`src/rtl/tone_seq_pkg.sv`:
```
// Shared types and entry field layout for the tone register-write sequencer.
package tone_seq_pkg;

    typedef enum logic [2:0] {
        S_IDLE,
        S_FETCH,
        S_WRITE,
        S_WAIT,
        S_DONE
    } state_e;

    localparam int GEN_ADDR_W     = 3;
    localparam int GEN_DATA_W     = 5;
    localparam int ADDR_LSB       = 0;
    localparam int DATA_LSB       = GEN_ADDR_W;
    localparam int DELAY_LSB      = GEN_ADDR_W + GEN_DATA_W;
    localparam int STROBE_LEN_DEF = 50;

endpackage

```
`src/rtl/tone_seq_mem.sv`:
```
// Pattern RAM: synchronous read, single write port gated by the sequencer's busy flag.
module tone_seq_mem #(
    parameter int DEPTH = 16,
    parameter int AW    = 4,
    parameter int W     = 16
) (
    input  logic          clk,
    input  logic          cfg_we,
    input  logic          busy,
    input  logic [AW-1:0] waddr,
    input  logic [W-1:0]  wdata,
    input  logic [AW-1:0] raddr,
    output logic [W-1:0]  rdata
);

    logic [W-1:0] mem_q [DEPTH];
    logic [W-1:0] rdata_q;

    always_ff @(posedge clk) begin
        if (cfg_we && !busy) begin
            mem_q[waddr] <= wdata;
        end
        rdata_q <= mem_q[raddr];
    end

    assign rdata = rdata_q;

endmodule

```
`src/rtl/tone_sequencer.sv`:
```
// Replays host-loaded register writes to the tone generator, one delay per entry.
// Build option TONE_SEQ_LOOP_EN adds loop_in for continuous replay.
//
// state   | meaning
// S_IDLE  | waiting for start
// S_FETCH | synchronous pattern read in flight
// S_WRITE | address/data driven, strobe high for STROBE_LEN cycles
// S_WAIT  | counting down the entry delay in ticks
// S_DONE  | one-cycle end-of-pattern pulse
module tone_sequencer
    import tone_seq_pkg::*;
#(
    parameter int DEPTH      = 16,
    parameter int AW         = 4,
    parameter int DELAY_W    = 8,
    parameter int STROBE_LEN = STROBE_LEN_DEF
) (
    input  logic                    clk,
    input  logic                    rst,
    input  logic                    en,
    input  logic                    tick,
    input  logic                    cfg_we,
    input  logic [AW-1:0]           cfg_addr,
    input  logic [8+DELAY_W-1:0]    cfg_wdata,
    input  logic [AW:0]             len_in,
    input  logic                    start,
    input  logic                    stop,
`ifdef TONE_SEQ_LOOP_EN
    input  logic                    loop_in,
`endif
    output logic [GEN_ADDR_W-1:0]   address_out,
    output logic [GEN_DATA_W-1:0]   data_out,
    output logic                    write_strobe_out,
    output logic                    busy,
    output logic                    done,
    output logic [AW-1:0]           step_idx
);

    localparam int EW  = 8 + DELAY_W;
    localparam int SCW = $clog2(STROBE_LEN + 1);

    state_e                  state_q, state_d;
    logic [AW-1:0]           idx_q, idx_d;
    logic [AW:0]             len_q, len_d;
    logic [GEN_ADDR_W-1:0]   addr_q, addr_d;
    logic [GEN_DATA_W-1:0]   data_q, data_d;
    logic                    strobe_q, strobe_d;
    logic                    done_q, done_d;
    logic [SCW-1:0]          scnt_q, scnt_d;
    logic [DELAY_W-1:0]      dcnt_q, dcnt_d;
    logic [EW-1:0]           rdata;
    logic                    last_entry;

    assign last_entry = ({1'b0, idx_q} + (AW+1)'(1)) == len_q;

    // Read address follows the next index so the entry is ready by the end of FETCH.
    tone_seq_mem #(.DEPTH(DEPTH), .AW(AW), .W(EW)) u_mem (
        .clk    (clk),
        .cfg_we (cfg_we),
        .busy   (busy),
        .waddr  (cfg_addr),
        .wdata  (cfg_wdata),
        .raddr  (idx_d),
        .rdata  (rdata)
    );

    always_comb begin
        state_d  = state_q;
        idx_d    = idx_q;
        len_d    = len_q;
        addr_d   = addr_q;
        data_d   = data_q;
        strobe_d = strobe_q;
        done_d   = done_q;
        scnt_d   = scnt_q;
        dcnt_d   = dcnt_q;
        if (stop && state_q != S_IDLE) begin
            state_d  = S_IDLE;
            strobe_d = 1'b0;
            done_d   = 1'b0;
        end else if (en) begin
            done_d = 1'b0;
            case (state_q)
                S_IDLE: begin
                    if (start && len_in != '0) begin
                        state_d = S_FETCH;
                        idx_d   = '0;
                        len_d   = len_in;
                    end
                end
                S_FETCH: begin
                    state_d  = S_WRITE;
                    addr_d   = rdata[ADDR_LSB +: GEN_ADDR_W];
                    data_d   = rdata[DATA_LSB +: GEN_DATA_W];
                    dcnt_d   = rdata[DELAY_LSB +: DELAY_W];
                    strobe_d = 1'b1;
                    scnt_d   = SCW'(STROBE_LEN - 1);
                end
                S_WRITE: begin
                    if (scnt_q == '0) begin
                        strobe_d = 1'b0;
                        state_d  = S_WAIT;
                    end else begin
                        scnt_d = scnt_q - SCW'(1);
                    end
                end
                S_WAIT: begin
                    if (dcnt_q == '0) begin
                        if (last_entry) begin
                            done_d  = 1'b1;
                            state_d = S_DONE;
`ifdef TONE_SEQ_LOOP_EN
                            if (loop_in) begin
                                state_d = S_FETCH;
                                idx_d   = '0;
                            end
`endif
                        end else begin
                            idx_d   = idx_q + AW'(1);
                            state_d = S_FETCH;
                        end
                    end else if (tick) begin
                        dcnt_d = dcnt_q - DELAY_W'(1);
                    end
                end
                S_DONE:  state_d = S_IDLE;
                default: state_d = S_IDLE;
            endcase
        end
    end

    always_ff @(posedge clk) begin
        if (rst) begin
            state_q  <= S_IDLE;
            idx_q    <= '0;
            len_q    <= '0;
            addr_q   <= '0;
            data_q   <= '0;
            strobe_q <= 1'b0;
            done_q   <= 1'b0;
            scnt_q   <= '0;
            dcnt_q   <= '0;
        end else begin
            state_q  <= state_d;
            idx_q    <= idx_d;
            len_q    <= len_d;
            addr_q   <= addr_d;
            data_q   <= data_d;
            strobe_q <= strobe_d;
            done_q   <= done_d;
            scnt_q   <= scnt_d;
            dcnt_q   <= dcnt_d;
        end
    end

    // stop must drop the strobe in the same cycle, ahead of the state register.
    assign write_strobe_out = strobe_q & ~stop;
    assign address_out      = addr_q;
    assign data_out         = data_q;
    assign busy             = (state_q != S_IDLE);
    assign done             = done_q;
    assign step_idx         = idx_q;

endmodule

```
`config.mk`:
```
export PLATFORM = sky130hd
export DESIGN_NAME = tone_sequencer
export DESIGN_NICKNAME = d
export VERILOG_FILES = /design/src/rtl/tone_seq_pkg.sv /design/src/rtl/tone_seq_mem.sv /design/src/rtl/tone_sequencer.sv
export SDC_FILE = /design/constraint.sdc
export NUM_CORES = 1
export LEC_CHECK = 0
export CAP_MARGIN = 20
export CORE_ASPECT_RATIO = 0.6
export CORE_MARGIN = 1.5
export CORE_UTILIZATION = 55
export DETAILED_ROUTE_END_ITERATION = 6
export PLACE_DENSITY = 0.77
export SLEW_MARGIN = 20
export SYNTH_ARGS = -nofsm -noshare
export SYNTH_HDL_FRONTEND = slang
export SYNTH_SLANG_ARGS = --single-unit
```
`constraint.sdc`:
```
create_clock -name clk -period 3.2 [get_ports clk]
set_input_delay 0.64 -clock clk [delete_from_list [all_inputs] [get_ports clk]]
set_output_delay 0.64 -clock clk [all_outputs]
set_load 0.01 [all_outputs]
```
**Run 1: cells coloured by class**

Scale bar: 50 um.
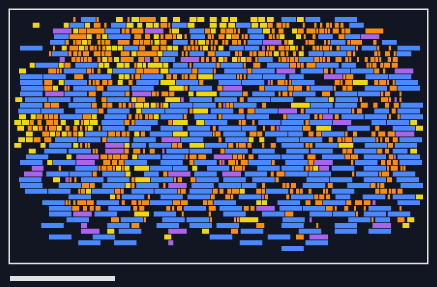
- orange: all other logic (cells 572)
- yellow: other buffers and delay cells (cells 158)
- purple: clock drivers and dummy loads (cells 52)
- blue: flops (cells 308)
core utilization of the finished layout: 68.7%
final design area excluding fillers: 15300 um^2
total number of placement rows: 42
area of the core region: 22200 um^2
flip-flop and latch share of the layout cell area: 57.2%

**Run 1: metal 2**

Cells faint in the background.
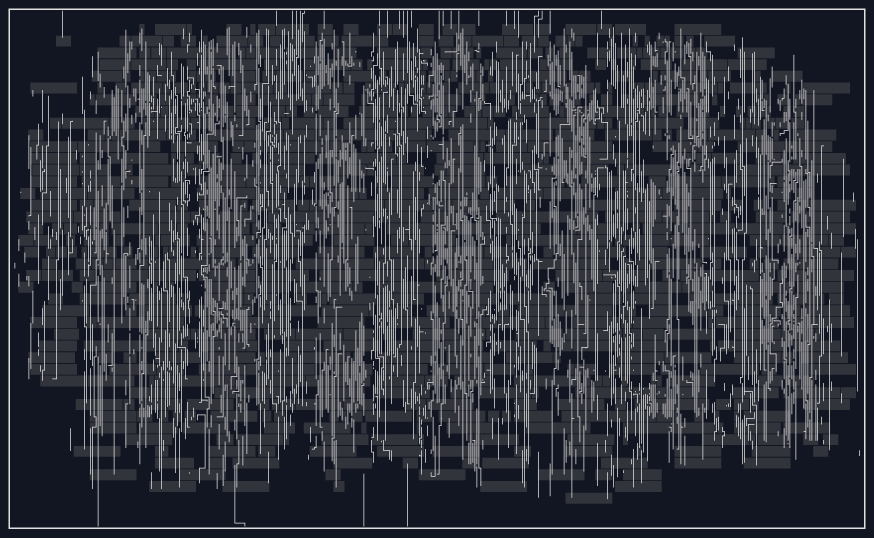
- longest straight run: 56.6 um
- main direction: vertical
- share of all routed wire: 43%
- nets with wire on the layer: 924
- wire length on this layer: 15000 um
met2 Track Usage GR: 41.8%
total length of routed wires: 35000 um
routed via count: 8961

**Run 1: cell outlines without signal wires**

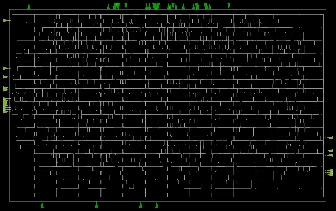
tap cell count: 308
fin cells: 1398

run 1: layer usage:
metal / vias up / track usage [%] / wire (um)
li1: 3903 / - / -
met4: 0 / 10.3 / 1080
met5: - / 0 / 0
met1: 4368 / 43.4 / 14200
met2: 600 / 41.8 / 15000
met3: 90 / 7.28 / 4670
run 1: sequential cells by signal, summed over array words and instances, names as in the netlist, 4 cells and up:
name         flops
data_out         5
dcnt_q           8
len_q            5
scnt_q           6
step_idx         4
u_mem.mem_q    256
u_mem.rdata     16
run 1: layout make-up:
| type | count | area, um^2 |
|---|---|---|
| Multi-Input combinational cell | 560 | 3630 |
| Clock inverter | 13 | 135 |
| Inverter | 12 | 45.0 |
| Clock buffer | 39 | 783 |
| Sequential cell | 308 | 8730 |
| Timing Repair Buffer | 158 | 1560 |
| Tap cell | 308 | 385 |
| Fill cell | 1497 | 6960 |
run 1: path summary, 6_finish.rpt:
check | start | end | slack, ns | cells past startpoint
max | step_idx[0] | u_mem.rdata[4] | 0.09 | 12
min reg2reg | u_mem.rdata[0] | address_out[0] | 0.44 | 2
max reg2reg | step_idx[0] | u_mem.rdata[4] | 0.09 | 12
min | u_mem.rdata[0] | address_out[0] | 0.44 | 2
run 1: cells in the mapped netlist (21+ instances only):
| master | n | area, um^2 |
|---|---|---|
| sky130_fd_sc_hd__a211oi_1 | 54 | 405 |
| sky130_fd_sc_hd__a21oi_1 | 21 | 105 |
| sky130_fd_sc_hd__a311o_1 | 48 | 480 |
| sky130_fd_sc_hd__and3_1 | 51 | 319 |
| sky130_fd_sc_hd__buf_2 | 34 | 170 |
| sky130_fd_sc_hd__clkbuf_1 | 27 | 101 |
| sky130_fd_sc_hd__dfxtp_1 | 52 | 1040 |
| sky130_fd_sc_hd__edfxtp_1 | 256 | 7690 |
| sky130_fd_sc_hd__nand2_1 | 122 | 458 |
| sky130_fd_sc_hd__nand3_1 | 41 | 205 |
| sky130_fd_sc_hd__nor2_1 | 47 | 176 |
| sky130_fd_sc_hd__o21ai_0 | 39 | 195 |
run 1: stage by stage:
stage / total power, W / hold slack (ns)
final: 0.00822 / 0.440
after CTS: 0.00822 / 0.443
after global routing: 0.00843 / 0.463
after global placement: 0.00489 / 0.428
after floorplan: 0.00469 / 0.417
after detailed placement: 0.00490 / 0.435
run 1: cells by family (layout without fill, tap and decap cells):
| logic type | count (synthesis) | count (layout) | share of synthesized area (%) |
|---|---|---|---|
| flops | 308 | 308 | 69.4 |
| compound gates | 206 | 206 | 12.3 |
| xor+xnor | 11 | 11 | 0.995 |
| mux | 22 | 22 | 1.91 |
| simple gates | 316 | 317 | 12.1 |
| fa+ha+maj | 4 | 4 | 0.398 |
| buf+inv | 81 | 222 | 2.94 |
run 1: where the power goes:
group	internal, W	total, W	switching [W]
sequential	0.00440	0.00444	0.0000343
clock	0.00188	0.00338	0.00150
combinational	0.000157	0.000402	0.000245
total	0.00644	0.00822	0.00178
run 1: timing repair:
item	4_1_cts	5_1_grt
gates cloned	0	3
hold buffers	0	0
buffers inserted	2	10
gates resized	2	20
pin swaps	1	7
endpoints found under the setup margin	16	16
==> Changelog: implementation, run 1 <==
### Metrics

- Status: finished, final reports clean
- Post-DRT Antenna Nets: 0
- Post-synth seq share: 69.4%
- Arrival time at the worst endpoint: 3.51 ns
- Critical Path End Type: register
- EDFF count, synth: 256
- Final tally of hold violations: 0
- Syn_area_per_cell: 13.3 um^2
- Grt ovf: 0
- Clock period minus final worst setup slack: 3.11 ns
- Type of the worst setup path: register to register
- H-tree levels: 1
- Drt pass-1 iters: 5
- Standard cell with the maximum stage delay on the critical path: sky130_fd_sc_hd__ha_1
- Class of the tightest hold or removal check: register to register
- Largest net degree at the start of global routing: 43
- Final setup slack of the worst path: 0.0950 ns
- Most frequent CP cell: sky130_fd_sc_hd__buf_4
- CP delay by family, top: AND-OR/OR-AND gates
- Setup TNS: 0 ns
- Place WS: -0.433 ns
- Count of input and output buffers: 46
- Number of antenna violations at the first check in global routing: 0
- Number of clock buffers inserted by TritonCTS: 28
- # DRC: 0
- Starting Density: 56.6%
- Die Span X: 198 um
- Final routed wire length divided by cell count: 25.0 um
- Unique masters post-synth: 54
- Least-Margin Pin Slew: 0.655 ns
- Area of the chip: 23800 um^2
- Clock transition at the registers of the reported paths: 0.07 ns
- Global-route wire length before repair: 51100 um
- Total number of warnings across the stage logs: 27
- Vias per std cell: 6.41
- Net count entering floorplan: 984
- Yosys warnings: 0
- Critical path cell sequence: ha_1 > xor2_1 > nor3_4 > a31oi_4 > o211ai_1 > buf_4 > nand2_2 > buf_4 > buf_4 > a211oi_1 > a311o_1 > nand4_1
- Power per cell area: 539 nW/um^2
- Cell count after synthesis: 948
- Area grow syn2layout: 21.4%
- Leading cell type in the layout, fill and taps excluded: sky130_fd_sc_hd__edfxtp_1
- Final number of max-transition violations: 0
- Startpoint type of the worst setup path: register
- Antenna Cells: 0
- Buf/Inv on CP: 3
- Aggregate global-route resource usage: 29.2%
- Slowest stage delay, CP: 0.39 ns
- Number of DRC violations after detailed-routing iteration 0: 1409
- TritonCTS clock tree: built
- Worst IR Drop VDD: 419 uV
- Max-cap violations: 0
- Total instance count after detailed placement: 1331
- Vias in the first global route: 8642
- Vert. Die Dim: 120 um
- Final HPWL DP: 20700 um
- Clock insertion delay at the later pin of the skew report: 0.57 ns
- Number of nets in the layout: 1104
- Chip area from the yosys synthesis statistics: 12600 um^2
--- run 2 (diff from run 1) ---
--- a/config.mk
+++ b/config.mk
@@ -11,6 +11,7 @@
 export CORE_UTILIZATION = 55
 export DETAILED_ROUTE_END_ITERATION = 6
 export PLACE_DENSITY = 0.77
+export REMOVE_ABC_BUFFERS = 1
 export SLEW_MARGIN = 20
 export SYNTH_ARGS = -nofsm -noshare
 export SYNTH_HDL_FRONTEND = slang
==> constraint.sdc (replaced) <==
create_clock -name clk -period 3.2 [get_ports clk]
set_input_delay 0.64 -clock clk [delete_from_list [all_inputs] [get_ports clk]]
set_output_delay 0.64 -clock clk [all_outputs]
set_load 0.05 [all_outputs]
**Run 2: cells coloured by class**

Scale bar: 50 um.
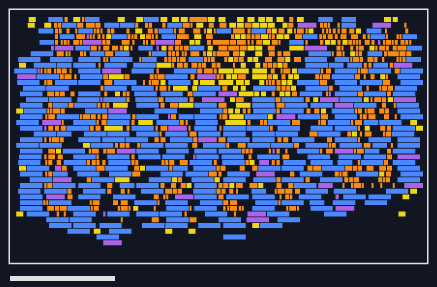
- orange: all other logic (cells 571)
- purple: clock drivers and dummy loads (cells 48)
- blue: flops (cells 308)
- yellow: other buffers and delay cells (cells 139)

**Run 2: clock distribution**

Scale bar: 50 um.
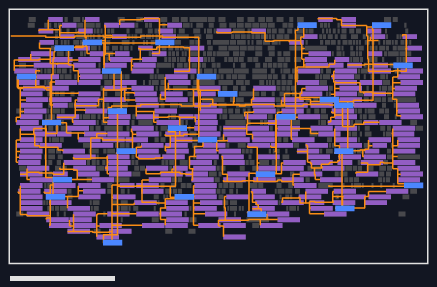
- purple: flip-flops (count 308)
- blue: cells driving clock nets (count 27)
- orange: clock wires (length 3150 um)
- routed clock nets: 28
clock insertion delay at the later pin of the skew report: 0.56 ns
Clk power: 0.00340 W

==> run 2 against run 1 <==
Hold slack gained 0.014 ns. Design area shrank 1.3%. Largest power group unchanged. Critical endpoint is now u_mem.rdata[1]. Highest routed layer unchanged. Register-to-register slack gained 0.06 ns. Clock skew shrank 0.011 ns. Via count shrank 4.4%. Die area is the same. Sequential power is essentially flat. Clock power is essentially flat. Global-route usage shrank 2.1 points. Combinational power shrank 2%. Flip-flop count is the same.
==> Changelog: implementation, run 2 <==
### Metrics

- Status: finished, final reports clean
- Grt ovf: 0 (unchanged)
- Area of the chip: 23800 um^2 (unchanged)
- Syn_area_per_cell: 13.3 um^2 (unchanged)
- Clock period minus final worst setup slack: 3.07 ns (-0.0392 ns)
- TritonCTS clock tree: built
- Critical path cell sequence: clkdlybuf4s50_1 > or4_1 > o211a_1 > a31o_1 > o211ai_1 > nand2_4 > buf_16 > mux2_2 > o211ai_1 > nand4_1
- Final number of max-transition violations: 0 (unchanged)
- Starting Density: 56.6% (unchanged)
- Cts-stage hold buffer count: 0 (unchanged)
- Clock transition at the registers of the reported paths: 0.07 ns (about the same)
- Synth area leaders: sky130_fd_sc_hd__edfxtp_1 61%, sky130_fd_sc_hd__dfxtp_1 8.3%, sky130_fd_sc_hd__a311o_1 3.8%, sky130_fd_sc_hd__nand2_1 3.6%, sky130_fd_sc_hd__a211oi_1 3.2%
- Critical Path End Type: register
- Max-cap violations: 0 (unchanged)
- Startpoint type of the worst setup path: input pin
- Leading cell type in the layout, fill and taps excluded: sky130_fd_sc_hd__edfxtp_1
- # DRC: 0 (unchanged)
- Type of the worst setup path: input pin to register
- Top register by number of flip-flops: u_mem.mem_q
- Final HPWL DP: 18800 um (-9.0%)
- Antenna Cells: 0 (unchanged)
- Cell count after synthesis: 948 (unchanged)
- Vert. Die Dim: 120 um (unchanged)
- Largest net degree at the start of global routing: 59 (+37%)
- Routed via count: 8566 (-4.4%)
- Area share of the largest cell type after synthesis: 61.1% (unchanged)
- Most common cell in the netlist: sky130_fd_sc_hd__edfxtp_1
- Count of input and output buffers: 46 (unchanged)
- EDFF count, synth: 256 (unchanged)
- Standard cell with the maximum stage delay on the critical path: sky130_fd_sc_hd__or4_1
- Total length of routed wires: 31700 um (-9.4%)
- Vias in the first global route: 8053 (-6.8%)
- Arrival time at the worst endpoint: 3.49 ns (-0.02 ns)
- Number of nets in the layout: 1083 (-1.9%)
- Class of the tightest hold or removal check: register to register
- Least-Margin Pin Slew: 0.645 ns (-0.00943 ns)
- Post-DRT Antenna Nets: 0 (unchanged)
- Final tally of hold violations: 0 (unchanged)
- Yosys warnings: 0 (unchanged)
- Drt pass-1 iters: 5 (unchanged)
- CP delay by family, top: AND-OR/OR-AND gates
- Number of clock buffers inserted by TritonCTS: 27 (-3.6%)
- Tally of filler cells in the layout: 1488 (-0.60%)
- Cell type with the largest total area after synthesis: sky130_fd_sc_hd__edfxtp_1
- Vias per std cell: 6.23 (-2.7%)
- Global-route wire length before repair: 47500 um (-7.1%)
- Final routed wire length divided by cell count: 23.1 um (-7.8%)
- Area of the core region: 22200 um^2 (unchanged)
- Aggregate global-route resource usage: 27.1% (-2.1 points)
- Number of DRC violations after detailed-routing iteration 0: 1013 (-28%)
- Number of flip-flops in the largest register: 256 (unchanged)
- Die Span X: 198 um (unchanged)
## run 2: cell types whose count changed in the layout (fill, tap and decap cells not counted), sizes merged
| cell | before | now |
|---|---|---|
| clkinvlp | 3 | 0 |
| clkbuf | 42 | 32 |
| clkinv | 8 | 10 |
| inv | 12 | 14 |
| nand2 | 123 | 122 |
| buf | 109 | 92 |
| bufinv | 2 | 5 |
## run 2: final cells by class
cell class	instances	area (um^2)	area share [%]
multi-input combinational	559	3570	23.7
clock inverter	17	219	1.45
clock buffer	31	701	4.65
tap	308	385	2.56
sequential	308	8730	57.9
timing repair buffer	139	1410	9.38
inverter	12	45.0	0.299
## run 2: layer usage
metal	part of all wire [%]	vias up	track usage, %
li1	-	3858	-
met1	44	4198	41.5
met2	42	447	38.2
met3	11	63	6.55
met4	3.0	0	8.44
met5	0	-	0
## run 2: report_power, final
group	leakage [nW]	switching, W	internal [W]
Sequential	2.74	0.0000287	0.00441
Clock	0.449	0.00142	0.00198
Combinational	2.10	0.000246	0.000146
Total	5.29	0.00170	0.00653
## run 2: final timing paths
kind	start	endpoint	slack, ns	cells past startpoint
setup reg to reg	step_idx[0]	u_mem.rdata[1]	0.15	10
hold / removal	u_mem.rdata[0]	address_out[0]	0.45	2
setup / recovery	len_in[0]	u_mem.rdata[1]	0.13	10
hold reg to reg	u_mem.rdata[0]	address_out[0]	0.45	2
## run 2: through the flow
step / std cells / area [um^2] / hold slack (ns) / util [%] / setup TNS (ns)
final: 1374 / 15100 / 0.455 / 67.8 / 0
after global routing: 1374 / 15100 / 0.485 / 67.8 / 0
after CTS: 1371 / 15000 / 0.459 / 67.4 / 0
after detailed placement: 1323 / 14100 / 0.448 / 63.3 / -3.84
after global placement: 1323 / 14100 / 0.449 / 63.3 / -2.86
after floorplan: 879 / 12200 / 0.411 / - / -68.95
## run 2: kinds of logic after synthesis
kind of cell	Yosys count	share of synthesized area [%]
buffers and inverters	81	2.94
AOI/OAI and AO/OA	206	12.3
DFF	308	69.4
xor gates and xnor gates	11	0.995
muxes	22	1.91
adders and majority gates	4	0.398
and+or+nand+nor	316	12.1
## run 2: worst register-to-register path, stage by stage, from the launching register on
cell and delay, ns:
sky130_fd_sc_hd__dfxtp_1 0.41, sky130_fd_sc_hd__ha_1 0.22, sky130_fd_sc_hd__xor3_1 0.28, sky130_fd_sc_hd__nor3_4 0.30, sky130_fd_sc_hd__a311oi_2 0.15, sky130_fd_sc_hd__or2_2 0.35, sky130_fd_sc_hd__nand2_4 0.17, sky130_fd_sc_hd__buf_16 0.20
sky130_fd_sc_hd__mux2_2 0.38, sky130_fd_sc_hd__o211ai_1 0.32, sky130_fd_sc_hd__nand4_1 0.15
## run 2: repair_timing
item / CTS / global route
buffers inserted: 0 / 2
cloned: 0 / 1
pin swaps: 0 / 3
endpoints found under the setup margin: 2 / 16
gates resized: 1 / 5
hold endpoints to repair: 0 / 0
No activity file was given, so power comes from the tool's default toggle rates.
